`config.mk`:
```
export PLATFORM = sky130hd
export DESIGN_NAME = seq_div_16_8_flat
export DESIGN_NICKNAME = d
export VERILOG_FILES = /design/src/rtl/seq_div_16_8_if.sv /design/src/rtl/seq_div_16_8.sv /design/src/flat_wrapper.sv
export SDC_FILE = /design/constraint.sdc
export NUM_CORES = 1
export LEC_CHECK = 0
export ABC_CLOCK_PERIOD_IN_PS = 6450
export CELL_PAD_IN_SITES_DETAIL_PLACEMENT = 0
export CELL_PAD_IN_SITES_GLOBAL_PLACEMENT = 1
export CORE_MARGIN = 4
export CORE_UTILIZATION = 43
export DETAILED_ROUTE_END_ITERATION = 8
export PLACE_DENSITY_LB_ADDON = 0.05
export SYNTH_ARGS = -nofsm -noshare
export SYNTH_HDL_FRONTEND = slang
export SYNTH_SLANG_ARGS = --single-unit
```
`constraint.sdc`:
```
create_clock -name clk -period 6.45 [get_ports clk]
set_input_delay 1.29 -clock clk [delete_from_list [all_inputs] [get_ports clk]]
set_output_delay 1.29 -clock clk [all_outputs]
set_load 0.03 [all_outputs]
```
`src/rtl/seq_div_16_8_if.sv`:
```
// Handshake and operand/result bundle for the sequential divider.
// The master side (requester) drives start and operands; the slave side
// (divider) returns status and results.
interface seq_div_16_8_if #(
    parameter int N = 8
);
    logic           start;
    logic [2*N-1:0] dividend;
    logic [N-1:0]   divisor;
    logic           busy;
    logic           done;
    logic [2*N-1:0] quotient;
    logic [N-1:0]   remainder;
    logic           dbz;

    modport master (
        output start, dividend, divisor,
        input  busy, done, quotient, remainder, dbz
    );

    modport slave (
        input  start, dividend, divisor,
        output busy, done, quotient, remainder, dbz
    );
endinterface

```
`src/rtl/seq_div_16_8.sv`:
```
// Sequential restoring divider: 2N-bit dividend by N-bit divisor, one
// quotient bit per clock. Quotient bits are shifted into the LSB of the
// dividend shift register as dividend bits leave its MSB, so after 2N
// steps that register holds the full quotient. Published results only
// change when a division completes, so they stay stable during CALC.
module seq_div_16_8 #(
    parameter int N = 8
) (
    input  logic           clk,
    input  logic           resetn,
    seq_div_16_8_if.slave  bus
);
    localparam int W  = 2 * N;
    localparam int CW = $clog2(W);

    typedef enum logic [1:0] {
        S_IDLE,
        S_CALC,
        S_DONE
    } state_t;

    state_t          state_q, state_d;
    logic [N:0]      pr_q, pr_d;
    logic [W-1:0]    sr_q, sr_d;
    logic [N-1:0]    dvs_q, dvs_d;
    logic [CW-1:0]   cnt_q, cnt_d;
    logic            busy_q, busy_d;
    logic            done_q, done_d;
    logic            dbz_q, dbz_d;
    logic [W-1:0]    quot_q, quot_d;
    logic [N-1:0]    rem_q, rem_d;

    // One restoring step: bring down the next dividend bit and trial-subtract.
    // The partial remainder is always below the divisor, so its top bit
    // never feeds the next step; only the N+1 bit trial value needs it.
    logic [N:0]      trial;
    logic [N:0]      diff;
    logic            qbit;
    logic            unused_pr_msb;

    assign trial         = {pr_q[N-1:0], sr_q[W-1]};
    assign diff          = trial - {1'b0, dvs_q};
    assign qbit          = (trial >= {1'b0, dvs_q});
    assign unused_pr_msb = pr_q[N];

    // State and datapath registers; reset discards any in-flight division.
    always_ff @(posedge clk or negedge resetn) begin
        if (!resetn) begin
            state_q <= S_IDLE;
            pr_q    <= '0;
            sr_q    <= '0;
            dvs_q   <= '0;
            cnt_q   <= '0;
            busy_q  <= 1'b0;
            done_q  <= 1'b0;
            dbz_q   <= 1'b0;
            quot_q  <= '0;
            rem_q   <= '0;
        end else begin
            state_q <= state_d;
            pr_q    <= pr_d;
            sr_q    <= sr_d;
            dvs_q   <= dvs_d;
            cnt_q   <= cnt_d;
            busy_q  <= busy_d;
            done_q  <= done_d;
            dbz_q   <= dbz_d;
            quot_q  <= quot_d;
            rem_q   <= rem_d;
        end
    end

    // Next-state, iteration step and registered-output values.
    always_comb begin
        state_d = state_q;
        pr_d    = pr_q;
        sr_d    = sr_q;
        dvs_d   = dvs_q;
        cnt_d   = cnt_q;
        busy_d  = 1'b0;
        done_d  = 1'b0;
        dbz_d   = dbz_q;
        quot_d  = quot_q;
        rem_d   = rem_q;

        case (state_q)
            S_IDLE, S_DONE: begin
                if (bus.start) begin
                    if (bus.divisor != '0) begin
                        pr_d    = '0;
                        sr_d    = bus.dividend;
                        dvs_d   = bus.divisor;
                        cnt_d   = CW'(W - 1);
                        dbz_d   = 1'b0;
                        busy_d  = 1'b1;
                        state_d = S_CALC;
                    end else begin
                        // Divide by zero short-circuits straight to DONE.
                        quot_d  = '1;
                        rem_d   = bus.dividend[N-1:0];
                        dbz_d   = 1'b1;
                        done_d  = 1'b1;
                        state_d = S_DONE;
                    end
                end else begin
                    state_d = S_IDLE;
                end
            end

            S_CALC: begin
                busy_d = 1'b1;
                pr_d   = qbit ? diff : trial;
                sr_d   = {sr_q[W-2:0], qbit};
                cnt_d  = cnt_q - 1'b1;
                if (cnt_q == '0) begin
                    busy_d  = 1'b0;
                    done_d  = 1'b1;
                    quot_d  = sr_d;
                    rem_d   = pr_d[N-1:0];
                    state_d = S_DONE;
                end
            end

            default: begin
                state_d = S_IDLE;
            end
        endcase
    end

    assign bus.busy      = busy_q;
    assign bus.done      = done_q;
    assign bus.dbz       = dbz_q;
    assign bus.quotient  = quot_q;
    assign bus.remainder = rem_q;
endmodule
```
`src/flat_wrapper.sv`:
```
// flat-port wrapper written by rule: the top's interface ports become plain ports
module seq_div_16_8_flat 
#(
    parameter int N = 8
)
  (clk, resetn, bus_start, bus_dividend, bus_divisor, bus_busy, bus_done, bus_quotient, bus_remainder, bus_dbz);
  seq_div_16_8_if #(.N(N)) bus_i ();
  input  logic clk;
  input  logic resetn;
  input wire logic [$bits(bus_i.start)-1:0] bus_start;
  input wire logic [$bits(bus_i.dividend)-1:0] bus_dividend;
  input wire logic [$bits(bus_i.divisor)-1:0] bus_divisor;
  output wire logic [$bits(bus_i.busy)-1:0] bus_busy;
  output wire logic [$bits(bus_i.done)-1:0] bus_done;
  output wire logic [$bits(bus_i.quotient)-1:0] bus_quotient;
  output wire logic [$bits(bus_i.remainder)-1:0] bus_remainder;
  output wire logic [$bits(bus_i.dbz)-1:0] bus_dbz;
  assign bus_i.start = bus_start;
  assign bus_i.dividend = bus_dividend;
  assign bus_i.divisor = bus_divisor;
  assign bus_busy = bus_i.busy;
  assign bus_done = bus_i.done;
  assign bus_quotient = bus_i.quotient;
  assign bus_remainder = bus_i.remainder;
  assign bus_dbz = bus_i.dbz;
  seq_div_16_8 #(.N(N)) u_core (.clk(clk), .resetn(resetn), .bus(bus_i));
endmodule
```
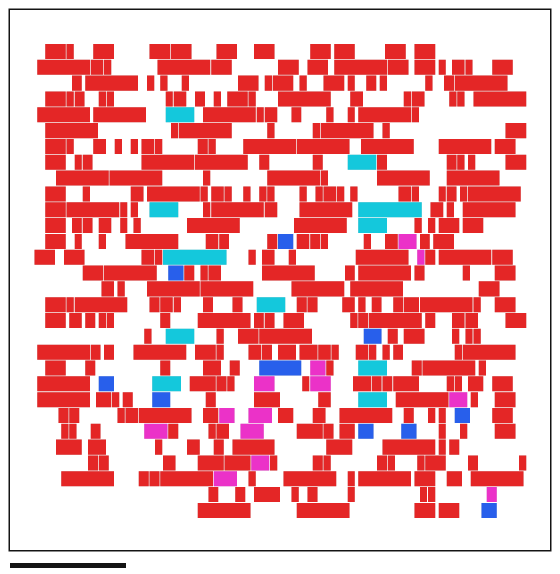
(images/sizes.png)
The bar under the picture is 20 microns long.
[_3 and _4 cells] blue | cells: 10 | share: 2.5% | most used: buf_4
[_2 cells] magenta | cells: 13 | share: 3.3% | most used: mux2_2
[_0 and _1 cells] red | cells: 363 | share: 91% | most used: dfrtp_1
[_6 and larger] cyan | cells: 11 | share: 2.8% | most used: clkbuf_8
bufs w/o clock: 58
P&R area growth vs syn: 26.94%
Final Instance Area: 3926 sq um
final worst setup slack: 2.987 ns

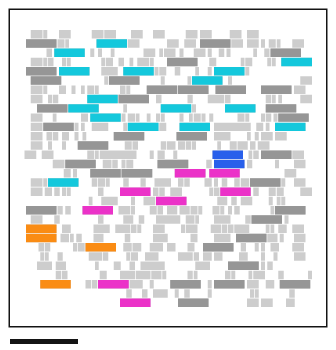
(images/flops_by_reg.png)
The bar under the picture is 20 microns long.
[u_core.pr_q] magenta | sequential cells: 8
[u_core.state_q] blue | sequential cells: 2
[u_core.sr_q] cyan | sequential cells: 16
[u_core.cnt_q] orange | sequential cells: 4 | where: lower left
sequential logic power: 0.000712 W
final core utilization: 0.5685
flop share of the area: 0.4143

==> results_dict.tcl <==
# yosys + openroad results
set metrics [dict create \
    status "complete, no violations" \
    top_layer_used "met4" \
    ys_cells 341 \
    final_cells 493 \
    clock_power_share 0.164 \
    hold_ws_ns 0.4756 \
    dp_cells 477 \
    required_ns 6.69 \
    period_minus_slack_ns 3.463 \
    tns_ns 0 \
    yosys-top-cells-count "65 x dfrtp_1, 52 x nand2_1, 49 x nor2_1" \
    synthArstFlopShare 1.000 \
    finalCritPeriodShare 0.5369 \
    ys_sh_simple 0.1881 \
    first_iter_violations 136 \
    gr-usage-all-layers 0.1853 \
    seq_area_sq_um 1627 \
    gp_congestion 0.8054 \
    overflow 0 \
    p_per_area_nw_per_um2 593.5 \
    warnings 26 \
    cp.depth 6 \
    rsz0062_at_grt "false" \
    clock_latency_ns 0.33 \
    cp.arrival_ns 3.70 \
    crit_fanout 42 \
    ys_warn_count 0 \
    clockBufferDepth 2 \
    topCombFamilyByArea "simple AND/OR/NAND/NOR gates" \
    syn_inst 341 \
    vias 2573 \
    post_cts_buffers 0 \
    power.leakage_nw 1.702 \
    drt_wl_total_mm 7.494 \
    grt_util_met2 0.2747 \
    crit_start "bus_start" \
    maxPowerGroup "combinational cells" \
    cts_resized 0 \
    ys_sh_adder 0.04288 \
    ys_seq_frac 0.5259 \
    nNetsFinal 429 \
    slowest_delay_ns 0.60 \
    hold_viol 0 \
    top_cell_area_share 0.5259 \
    cts_hold_buf 0 \
    synth_top_cell_by_count "dfrtp_1" \
    synthXorXnorAreaFrac 0.008495 \
    io_pins 54 \
    rr_worst_depth 9 \
    portBuffers 53 \
    r2r_end "u_core.bus.remainder[4]" \
    synthFlopType "dfrtp_1" \
    slew_headroom 0.4027 \
    die_w_microns 92.81 \
    clkTransAtPathRegs_ns 0.07 \
    critical_path.top_delay_family "buffers and inverters" \
    worstSetupEndpointType "flop" \
    cts_root_buf "clkbuf_8" \
    grt_antenna_before_repair 0 \
    hold_class "flop to flop" \
    drive_gt1_frac 0.08564 \
    ys.flops 65 \
    grtUsageMet3 0.03168 \
    slew_viol_final 0 \
    cts_sinks 65 \
    area_leaders "dfrtp_1 53%, nand2_1 6.3%, nor2_1 5.9%" \
    netSwitchingFraction 0.4330 \
    edf_count 0 \
    wl_met1_mm 3.791 \
    critPathBufInv 2 \
    wl_met2_mm 3.289 \
    grt_pass1_wl_mm 12.64 \
    comb_power_w 0.00124 \
]
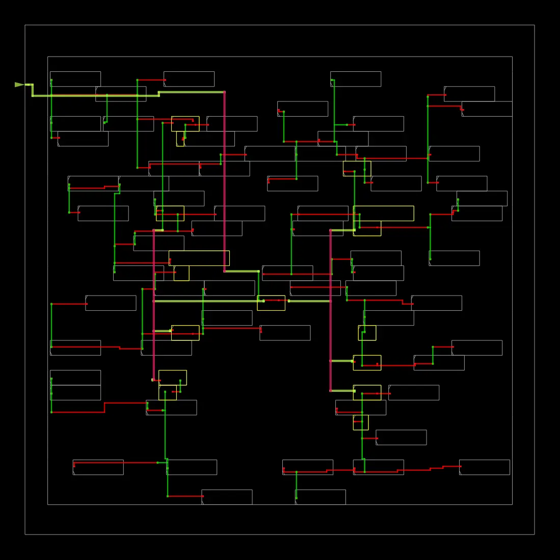
(images/clocks.png)
seq_cells: 65
CTS buffer count: 9

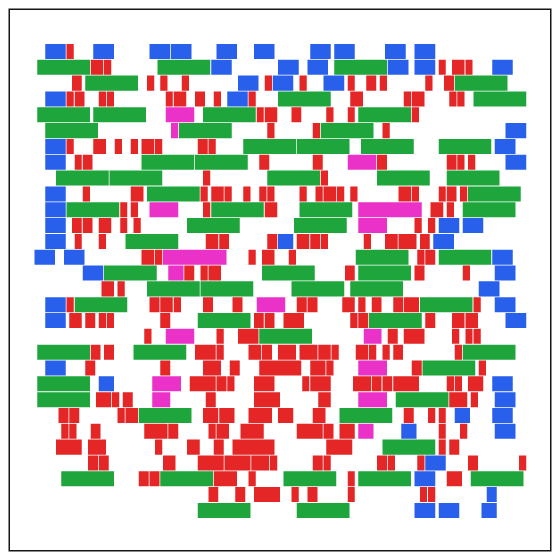
(images/placement_by_type.png)
[sequential cells] green | cells: 65 | share of their area: 43%
[combinational and other logic] red | cells: 258 | share of their area: 37%
[remaining buffers and delay cells] blue | cells: 58 | share of their area: 15%
[clock drivers and dummy loads] magenta | cells: 16 | share of their area: 5.8%
Core Box Area: 6907 sq um
row cnt: 30

worst min-delay path by stage:
| stage | startpoint | endpoint | slack (ns) | depth (start not counted) |
|---|---|---|---|---|
| 5_1_grt | u_core.bus.dbz | u_core.bus.dbz | 0.51 | 2 |
| 3_5_place_dp | u_core.bus.dbz | u_core.bus.dbz | 0.47 | 2 |
| 6_report | u_core.bus.dbz | u_core.bus.dbz | 0.48 | 2 |
| 3_3_place_gp | u_core.bus.dbz | u_core.bus.dbz | 0.46 | 2 |
| 2_1_floorplan | u_core.dvs_q[0] | u_core.dvs_q[0] | 0.45 | 2 |
| 4_1_cts | u_core.bus.dbz | u_core.bus.dbz | 0.48 | 2 |
registers in the layout, summed over array words and instances, names as in the netlist:
| name | cells |
|---|---|
| u_core.bus.busy | 1 |
| u_core.bus.dbz | 1 |
| u_core.bus.done | 1 |
| u_core.bus.quotient | 16 |
| u_core.bus.remainder | 8 |
| u_core.cnt_q | 4 |
| u_core.dvs_q | 8 |
| u_core.pr_q | 8 |
| u_core.sr_q | 16 |
| u_core.state_q | 2 |
cells in the final DEF, fill, tap and decap left out, types with 4 or more instances in the layout:
cell	netlist	final
dfrtp_1	65	65
nand2_1	52	52
clkdlybuf4s50_1	0	52
nor2_1	49	49
a21oi_1	28	28
o21ai_0	24	24
a31oi_1	21	21
inv_1	14	14
nand3_1	10	10
ha_1	9	9
clkbuf_8	0	9
nor3_1	6	6
buf_4	0	5
nand2b_1	5	4
mux2i_1	4	4
o22ai_1	4	4
layout make-up:
type,instances,area share
Sequential cell,65,0.4143
Clock inverter,6,0.02358
Tap cell,96,0.03059
Inverter,15,0.01434
Multi-Input combinational cell,243,0.3413
Clock buffer,10,0.03250
Timing Repair Buffer,58,0.1434
Power and IR drop assume default switching activity.
